### Cell placement

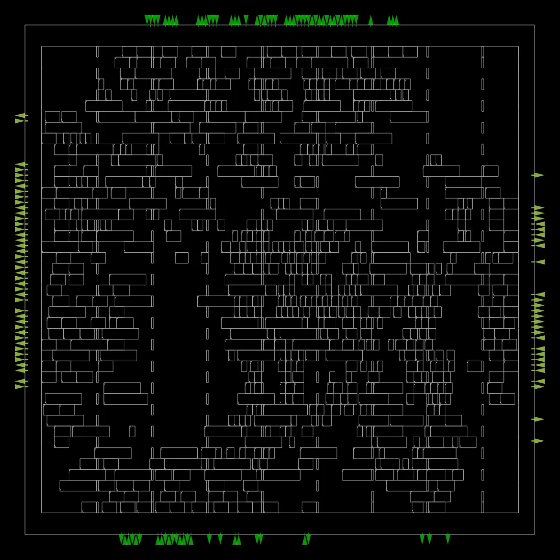
### Clock distribution

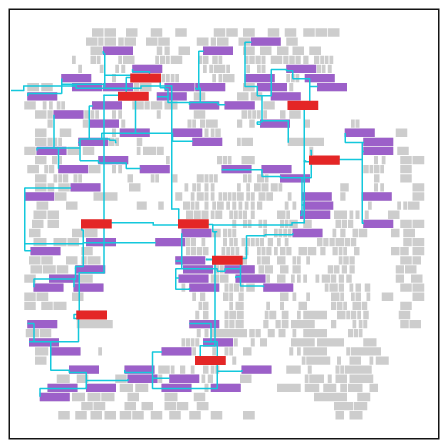
### Gate families picked out

Scale bar: 50 um.
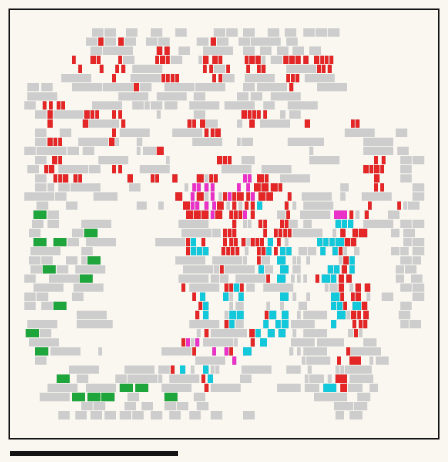
### Zoomed window

Scale bar: 10 um. Window x 51 to 76, y 26 to 51 um. Cells in gray, sequential cells in the stronger gray; small squares are vias.
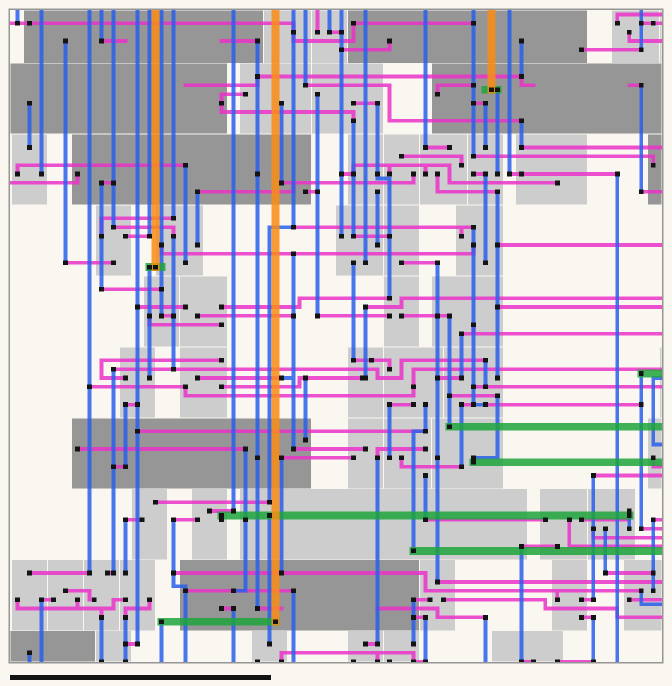
### Signal metal coverage by tile

26 x 26 tiles, from black (low) to pale yellow (high), scaled to the fullest tile. Values are wire area over tile area, all layers added.
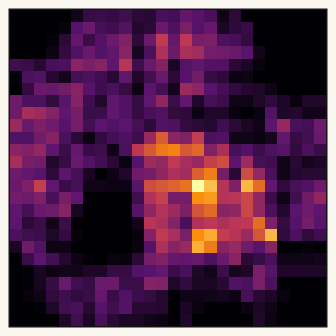
$ cat src/rtl/regfile_pkg.sv
// Shared sizing and types for the register-file access controller and its scoreboard.
package regfile_pkg;

   localparam int DATA_WIDTH = 16;
   localparam int ADDR_WIDTH = 4;
   localparam int NUM_REGS   = 2 ** ADDR_WIDTH;

   typedef logic [DATA_WIDTH-1:0] reg_data_t;
   typedef logic [ADDR_WIDTH-1:0] reg_addr_t;
   typedef logic [ADDR_WIDTH:0]   reg_count_t;

endpackage

$ cat src/rtl/regfile_access_controller_if.sv
// Issue, operand, writeback and register-file signals of the access controller.
// The slave modport is the controller's view; master is the surrounding pipeline.
interface regfile_access_controller_if;
   import regfile_pkg::*;

   logic       issue_valid;
   logic       issue_ready;
   reg_addr_t  issue_rs1;
   reg_addr_t  issue_rs2;
   reg_addr_t  issue_rd;
   logic       issue_rd_en;

   reg_addr_t  rf_read_address_1;
   reg_addr_t  rf_read_address_2;
   reg_data_t  rf_data_out1;
   reg_data_t  rf_data_out2;
   logic       rf_write_enable;
   reg_addr_t  rf_write_address;
   reg_data_t  rf_data_in;

   logic       op_valid;
   logic       op_ready;
   reg_data_t  op_a;
   reg_data_t  op_b;
   reg_addr_t  op_rd;
   logic       op_rd_en;

   logic       wb_valid;
   logic       wb_ready;
   reg_addr_t  wb_address;
   reg_data_t  wb_data;

   reg_count_t pending_count;
   logic       wb_err;

   modport slave (
      input  issue_valid, issue_rs1, issue_rs2, issue_rd, issue_rd_en,
      output issue_ready,
      output rf_read_address_1, rf_read_address_2, rf_write_enable,
      output rf_write_address, rf_data_in,
      input  rf_data_out1, rf_data_out2,
      output op_valid, op_a, op_b, op_rd, op_rd_en,
      input  op_ready,
      input  wb_valid, wb_address, wb_data,
      output wb_ready,
      output pending_count, wb_err
   );

   modport master (
      output issue_valid, issue_rs1, issue_rs2, issue_rd, issue_rd_en,
      input  issue_ready,
      input  rf_read_address_1, rf_read_address_2, rf_write_enable,
      input  rf_write_address, rf_data_in,
      output rf_data_out1, rf_data_out2,
      input  op_valid, op_a, op_b, op_rd, op_rd_en,
      output op_ready,
      output wb_valid, wb_address, wb_data,
      input  wb_ready,
      input  pending_count, wb_err
   );

endinterface

$ cat src/rtl/regfile_scoreboard.sv
// Busy bit per register: set on issue, cleared on writeback commit, with
// hazard lookup for three indices and a popcount of outstanding writes.
module regfile_scoreboard
   import regfile_pkg::*;
(
   input  logic       clk,
   input  logic       reset,
   input  logic       set_en,
   input  reg_addr_t  set_addr,
   input  logic       clr_en,
   input  reg_addr_t  clr_addr,
   input  reg_addr_t  rs1,
   input  reg_addr_t  rs2,
   input  reg_addr_t  rd,
   input  logic       rd_en,
   output logic       hazard,
   output logic       clr_busy,
   output reg_count_t pending_count
);

   logic [NUM_REGS-1:0] busy_reg;
   logic [NUM_REGS-1:0] busy_next;

   // A set on the same edge as a clear of the same bit wins.
   generate
      for (genvar gi = 0; gi < NUM_REGS; gi++) begin : g_busy
         assign busy_next[gi] = (set_en && set_addr == reg_addr_t'(gi)) |
                                (busy_reg[gi] & ~(clr_en && clr_addr == reg_addr_t'(gi)));
      end
   endgenerate

   always_ff @(posedge clk or posedge reset) begin
      if (reset) begin
         busy_reg <= '0;
      end else begin
         busy_reg <= busy_next;
      end
   end

   assign hazard   = busy_reg[rs1] | busy_reg[rs2] | (rd_en & busy_reg[rd]);
   assign clr_busy = busy_reg[clr_addr];

   always_comb begin
      pending_count = '0;
      for (int i = 0; i < NUM_REGS; i++) begin
         pending_count = pending_count + reg_count_t'(busy_reg[i]);
      end
   end

endmodule

$ cat src/rtl/regfile_access_controller.sv
// Client-side controller for a dual-port register file: operand fetch with
// scoreboard stalls and a one-cycle writeback buffer in front of the write port.
module regfile_access_controller
   import regfile_pkg::*;
(
   input logic                         clk,
   input logic                         reset,
   regfile_access_controller_if.slave  bus
);

   logic      hazard;
   logic      clr_busy;
   logic      issue_accept;

   logic      op_valid_reg;
   reg_data_t op_a_reg;
   reg_data_t op_b_reg;
   reg_addr_t op_rd_reg;
   logic      op_rd_en_reg;

   logic      wb_buf_valid_reg;
   reg_addr_t wb_buf_addr_reg;
   reg_data_t wb_buf_data_reg;
   logic      wb_err_reg;

   assign bus.issue_ready = !hazard && (!op_valid_reg || bus.op_ready);
   assign issue_accept    = bus.issue_valid && bus.issue_ready;

   assign bus.rf_read_address_1 = bus.issue_rs1;
   assign bus.rf_read_address_2 = bus.issue_rs2;

   regfile_scoreboard u_scoreboard (
      .clk           (clk),
      .reset         (reset),
      .set_en        (issue_accept && bus.issue_rd_en),
      .set_addr      (bus.issue_rd),
      .clr_en        (wb_buf_valid_reg),
      .clr_addr      (wb_buf_addr_reg),
      .rs1           (bus.issue_rs1),
      .rs2           (bus.issue_rs2),
      .rd            (bus.issue_rd),
      .rd_en         (bus.issue_rd_en),
      .hazard        (hazard),
      .clr_busy      (clr_busy),
      .pending_count (bus.pending_count)
   );

   always_ff @(posedge clk or posedge reset) begin
      if (reset) begin
         op_valid_reg <= 1'b0;
         op_a_reg     <= '0;
         op_b_reg     <= '0;
         op_rd_reg    <= '0;
         op_rd_en_reg <= 1'b0;
      end else if (issue_accept) begin
         op_valid_reg <= 1'b1;
         op_a_reg     <= bus.rf_data_out1;
         op_b_reg     <= bus.rf_data_out2;
         op_rd_reg    <= bus.issue_rd;
         op_rd_en_reg <= bus.issue_rd_en;
      end else if (bus.op_ready) begin
         op_valid_reg <= 1'b0;
      end
   end

   // The buffered entry commits on the edge after capture; committing to a
   // register nobody is waiting on flags a protocol error but still writes.
   always_ff @(posedge clk or posedge reset) begin
      if (reset) begin
         wb_buf_valid_reg <= 1'b0;
         wb_buf_addr_reg  <= '0;
         wb_buf_data_reg  <= '0;
         wb_err_reg       <= 1'b0;
      end else begin
         wb_buf_valid_reg <= bus.wb_valid;
         if (bus.wb_valid) begin
            wb_buf_addr_reg <= bus.wb_address;
            wb_buf_data_reg <= bus.wb_data;
         end
         if (wb_buf_valid_reg && !clr_busy) begin
            wb_err_reg <= 1'b1;
         end
      end
   end

   assign bus.wb_ready         = !reset;
   assign bus.rf_write_enable  = wb_buf_valid_reg;
   assign bus.rf_write_address = wb_buf_addr_reg;
   assign bus.rf_data_in       = wb_buf_data_reg;

   assign bus.op_valid = op_valid_reg;
   assign bus.op_a     = op_a_reg;
   assign bus.op_b     = op_b_reg;
   assign bus.op_rd    = op_rd_reg;
   assign bus.op_rd_en = op_rd_en_reg;
   assign bus.wb_err   = wb_err_reg;

endmodule
$ cat src/flat_wrapper.sv
// flat-port wrapper written by rule: the top's interface ports become plain ports
module regfile_access_controller_flat import regfile_pkg::*;
  (clk, reset, bus_issue_valid, bus_issue_rs1, bus_issue_rs2, bus_issue_rd, bus_issue_rd_en, bus_issue_ready, bus_rf_read_address_1, bus_rf_read_address_2, bus_rf_write_enable, bus_rf_write_address, bus_rf_data_in, bus_rf_data_out1, bus_rf_data_out2, bus_op_valid, bus_op_a, bus_op_b, bus_op_rd, bus_op_rd_en, bus_op_ready, bus_wb_valid, bus_wb_address, bus_wb_data, bus_wb_ready, bus_pending_count, bus_wb_err);
  regfile_access_controller_if bus_i ();
  input logic clk;
  input logic reset;
  input wire logic [$bits(bus_i.issue_valid)-1:0] bus_issue_valid;
  input wire logic [$bits(bus_i.issue_rs1)-1:0] bus_issue_rs1;
  input wire logic [$bits(bus_i.issue_rs2)-1:0] bus_issue_rs2;
  input wire logic [$bits(bus_i.issue_rd)-1:0] bus_issue_rd;
  input wire logic [$bits(bus_i.issue_rd_en)-1:0] bus_issue_rd_en;
  output wire logic [$bits(bus_i.issue_ready)-1:0] bus_issue_ready;
  output wire logic [$bits(bus_i.rf_read_address_1)-1:0] bus_rf_read_address_1;
  output wire logic [$bits(bus_i.rf_read_address_2)-1:0] bus_rf_read_address_2;
  output wire logic [$bits(bus_i.rf_write_enable)-1:0] bus_rf_write_enable;
  output wire logic [$bits(bus_i.rf_write_address)-1:0] bus_rf_write_address;
  output wire logic [$bits(bus_i.rf_data_in)-1:0] bus_rf_data_in;
  input wire logic [$bits(bus_i.rf_data_out1)-1:0] bus_rf_data_out1;
  input wire logic [$bits(bus_i.rf_data_out2)-1:0] bus_rf_data_out2;
  output wire logic [$bits(bus_i.op_valid)-1:0] bus_op_valid;
  output wire logic [$bits(bus_i.op_a)-1:0] bus_op_a;
  output wire logic [$bits(bus_i.op_b)-1:0] bus_op_b;
  output wire logic [$bits(bus_i.op_rd)-1:0] bus_op_rd;
  output wire logic [$bits(bus_i.op_rd_en)-1:0] bus_op_rd_en;
  input wire logic [$bits(bus_i.op_ready)-1:0] bus_op_ready;
  input wire logic [$bits(bus_i.wb_valid)-1:0] bus_wb_valid;
  input wire logic [$bits(bus_i.wb_address)-1:0] bus_wb_address;
  input wire logic [$bits(bus_i.wb_data)-1:0] bus_wb_data;
  output wire logic [$bits(bus_i.wb_ready)-1:0] bus_wb_ready;
  output wire logic [$bits(bus_i.pending_count)-1:0] bus_pending_count;
  output wire logic [$bits(bus_i.wb_err)-1:0] bus_wb_err;
  assign bus_i.issue_valid = bus_issue_valid;
  assign bus_i.issue_rs1 = bus_issue_rs1;
  assign bus_i.issue_rs2 = bus_issue_rs2;
  assign bus_i.issue_rd = bus_issue_rd;
  assign bus_i.issue_rd_en = bus_issue_rd_en;
  assign bus_issue_ready = bus_i.issue_ready;
  assign bus_rf_read_address_1 = bus_i.rf_read_address_1;
  assign bus_rf_read_address_2 = bus_i.rf_read_address_2;
  assign bus_rf_write_enable = bus_i.rf_write_enable;
  assign bus_rf_write_address = bus_i.rf_write_address;
  assign bus_rf_data_in = bus_i.rf_data_in;
  assign bus_i.rf_data_out1 = bus_rf_data_out1;
  assign bus_i.rf_data_out2 = bus_rf_data_out2;
  assign bus_op_valid = bus_i.op_valid;
  assign bus_op_a = bus_i.op_a;
  assign bus_op_b = bus_i.op_b;
  assign bus_op_rd = bus_i.op_rd;
  assign bus_op_rd_en = bus_i.op_rd_en;
  assign bus_i.op_ready = bus_op_ready;
  assign bus_i.wb_valid = bus_wb_valid;
  assign bus_i.wb_address = bus_wb_address;
  assign bus_i.wb_data = bus_wb_data;
  assign bus_wb_ready = bus_i.wb_ready;
  assign bus_pending_count = bus_i.pending_count;
  assign bus_wb_err = bus_i.wb_err;
  regfile_access_controller u_core (.clk(clk), .reset(reset), .bus(bus_i));
endmodule
$ cat config.mk
export PLATFORM = sky130hd
export DESIGN_NAME = regfile_access_controller_flat
export DESIGN_NICKNAME = d
export VERILOG_FILES = /design/src/rtl/regfile_pkg.sv /design/src/rtl/regfile_access_controller_if.sv /design/src/rtl/regfile_scoreboard.sv /design/src/rtl/regfile_access_controller.sv /design/src/flat_wrapper.sv
export SDC_FILE = /design/constraint.sdc
export NUM_CORES = 1
export LEC_CHECK = 0
export ABC_AREA = 1
export CAP_MARGIN = 20
export CORE_MARGIN = 4
export CORE_UTILIZATION = 29
export CTS_BUF_LIST = sky130_fd_sc_hd__clkbuf_16
export CTS_CLUSTER_SIZE = 12
export DETAILED_ROUTE_END_ITERATION = 8
export GPL_ROUTABILITY_DRIVEN = 0
export GPL_TIMING_DRIVEN = 0
export SETUP_SLACK_MARGIN = 0.4
export SLEW_MARGIN = 10
export SYNTH_ARGS = -nofsm -noshare
export SYNTH_HDL_FRONTEND = slang
export SYNTH_SLANG_ARGS = --single-unit
$ cat constraint.sdc
create_clock -name clk -period 4 [get_ports clk]
set_input_delay 0.6 -clock clk [delete_from_list [all_inputs] [get_ports clk]]
set_output_delay 0.6 -clock clk [all_outputs]
set_load 0.02 [all_outputs]
==> impl_metrics.ini <==
; physical design summary
[critical_path]
path_cells = inv_2 -> fa_1 -> fa_1 -> fa_2 -> fa_1 -> inv_2 -> ha_4 -> fa_2 -> xor2_4 -> buf_6
startpoint = u_core.u_scoreboard.busy_reg[7]
crit_path_end = bus_pending_count[2]
required_ns = 3.40
rrSetupSlack_ns = 1.88
start_kind = flip-flop
cp.arrival_ns = 3.78
worst_path_most_repeated_cell = fa_1
endpoint_kind = primary output
critical_path_class = flip-flop to primary output
reg2reg_depth = 15
crit_family = adder cells
r2r_end = u_core.bus.op_b[4]
path_buffers = 3
critical_path_depth = 10

[timing]
final-hold-violation-count = 0
setup_slack_ns = -0.375
min_period_over_period = 1.09
tightest_slew_ns = 0.558
setup_violations = 4
slew_headroom = 0.628
fin_crit_ns = 4.38
hold_slack_ns = 0.471
setup_tns_ns = -1.39
maxSlewViolCount = 0

[cts]
cts_tree = yes
cts_root_buf = clkbuf_16
cts_hold_buf = 0
clock_sinks = 76
cts_buffers = 9
clkTransAtPathRegs_ns = 0.06
cts_resized = 36

[die]
ios = 145
rows = 43
die_y_um = 128
die-area_um2 = 16300
tapCellCount = 180
fp.dieW_um = 128

[global_route]
grtUsageMet2 = 0.248
grt_use_total = 0.161
grt_max_degree = 42
antenna_found_initial = 0
first_global_vias = 4284
grtUsageMet1 = 0.206
use_met3 = 0.0475
grt_pass1_wl_mm = 21.0
top_usage_layer = met2

[final_layout]
instances_no_fill = 862
comb_area_share = 0.306
lay_top_cells = 158 x nand2_1, 135 x clkdlybuf4s50_1, 76 x dfrtp_1
comb_cells = 348
stdcell_area_um2 = 6350
sh_seq_area = 0.299
final_util = 0.454
final_common_cell = nand2_1
nonClkBufAreaFrac = 0.276
regArea_um2 = 1900
seq_cells = 76
n_clock_buffer = 9
nNetsFinal = 762
buffers = 191
areaGrowthSynthToFinish_pct = 52.7
num_antenna_cells = 0

[routing]
wl_met2_mm = 5.98
wl_met1_mm = 5.58
routed_via_density = 4.77
drt-initial-drc-count = 198
first_pass_iters = 5
postRouteAntennaNets = 0
drc = 0
maxUsedRoutingLayer = met4
wl_met3_mm = 1.06

[pwr]
p_comb_mw = 3.59
maxPowerGroup = combinational cells
comb_power_share = 0.628
vdd_drop_max_v = 0.000750
p_sw_mw = 2.38
p_leak_nw = 3.02
internal-power_mw = 3.34
pg_seq_mw = 1.21

[hold_path]
hold_class = flip-flop to flip-flop
holdCritStartpoint = u_core.bus.op_a[12]
whs_path_depth = 2
holdPathEnd = u_core.bus.op_a[12]

[run_status]
violations = setup timing
status = finished with violations

[synthesis]
yosys_cells = 506
async_flop_share = 1.00
yosysTopAreaCell = dfrtp_1
syn_area_um2 = 4160
syn_inst = 506
top_cell_area_share = 0.457
flop_cell = dfrtp_1
ys_top_cells_by_count = 159 x nand2_1, 76 x dfrtp_1, 55 x nand3_1, 50 x inv_1, 27 x o21ai_0
yosysWarnings = 0
numSynthFlops = 76
synth_nets = 591
synth_area_per_cell_um2 = 8.22
xor_share = 0.00421
top_cells_by_area = dfrtp_1 46%, nand2_1 14%, nand3_1 6.6%
ys_seq_frac = 0.457

[placement]
hpwlAfterDp_mm = 9.67
placed_cell_area_um2 = 5850

[job]
drv_cap = 0
-- 'Cell placement' (at the start) --
core area: 14,000 um2
fill count: 1,363

-- 'Clock distribution' (at the start) --
- clock wires: cyan (length 1,130 um)
- clock-net drivers: red (count 9)
- flip-flops: purple (count 76)
- routed clock nets: 10
clock power share: 0.160
clk_skew: 0.00709 ns
clk pwr: 0.917 mW
clk latency late pin: 0.34 ns

-- 'Gate families picked out' (at the start) --
- mux cells: green (cells 17; most used mux2_2)
- nand cells: red (cells 232; most used nand2_1)
- nor cells: magenta (cells 24; most used nor2_1)
- aoi and oai cells: cyan (cells 58; most used o21ai_0)

-- 'Zoomed window' (at the start) --
- M2: blue
- M3: green
- M1: magenta
- M4: orange
- sequential cells in the window: 7
- netlist names of flops here include: `u_core.u_scoreboard.busy_reg` (6), `u_core.bus.rf_write_address` (1)
- cells with their middle in the window: 47
- most frequent: nand2_1 (12), o21ai_0 (7), dfrtp_1 (7)

-- 'Signal metal coverage by tile' (at the start) --
- fullest tile: 0.68
- mean over tiles: 0.13
- emptiest ninth of the die: upper right
- densest ninth of the die: center
final wirelength: 13.0 mm
DR WL/cell: 15.1 um
DR vias: 4,108

Power and IR drop assume default switching activity.
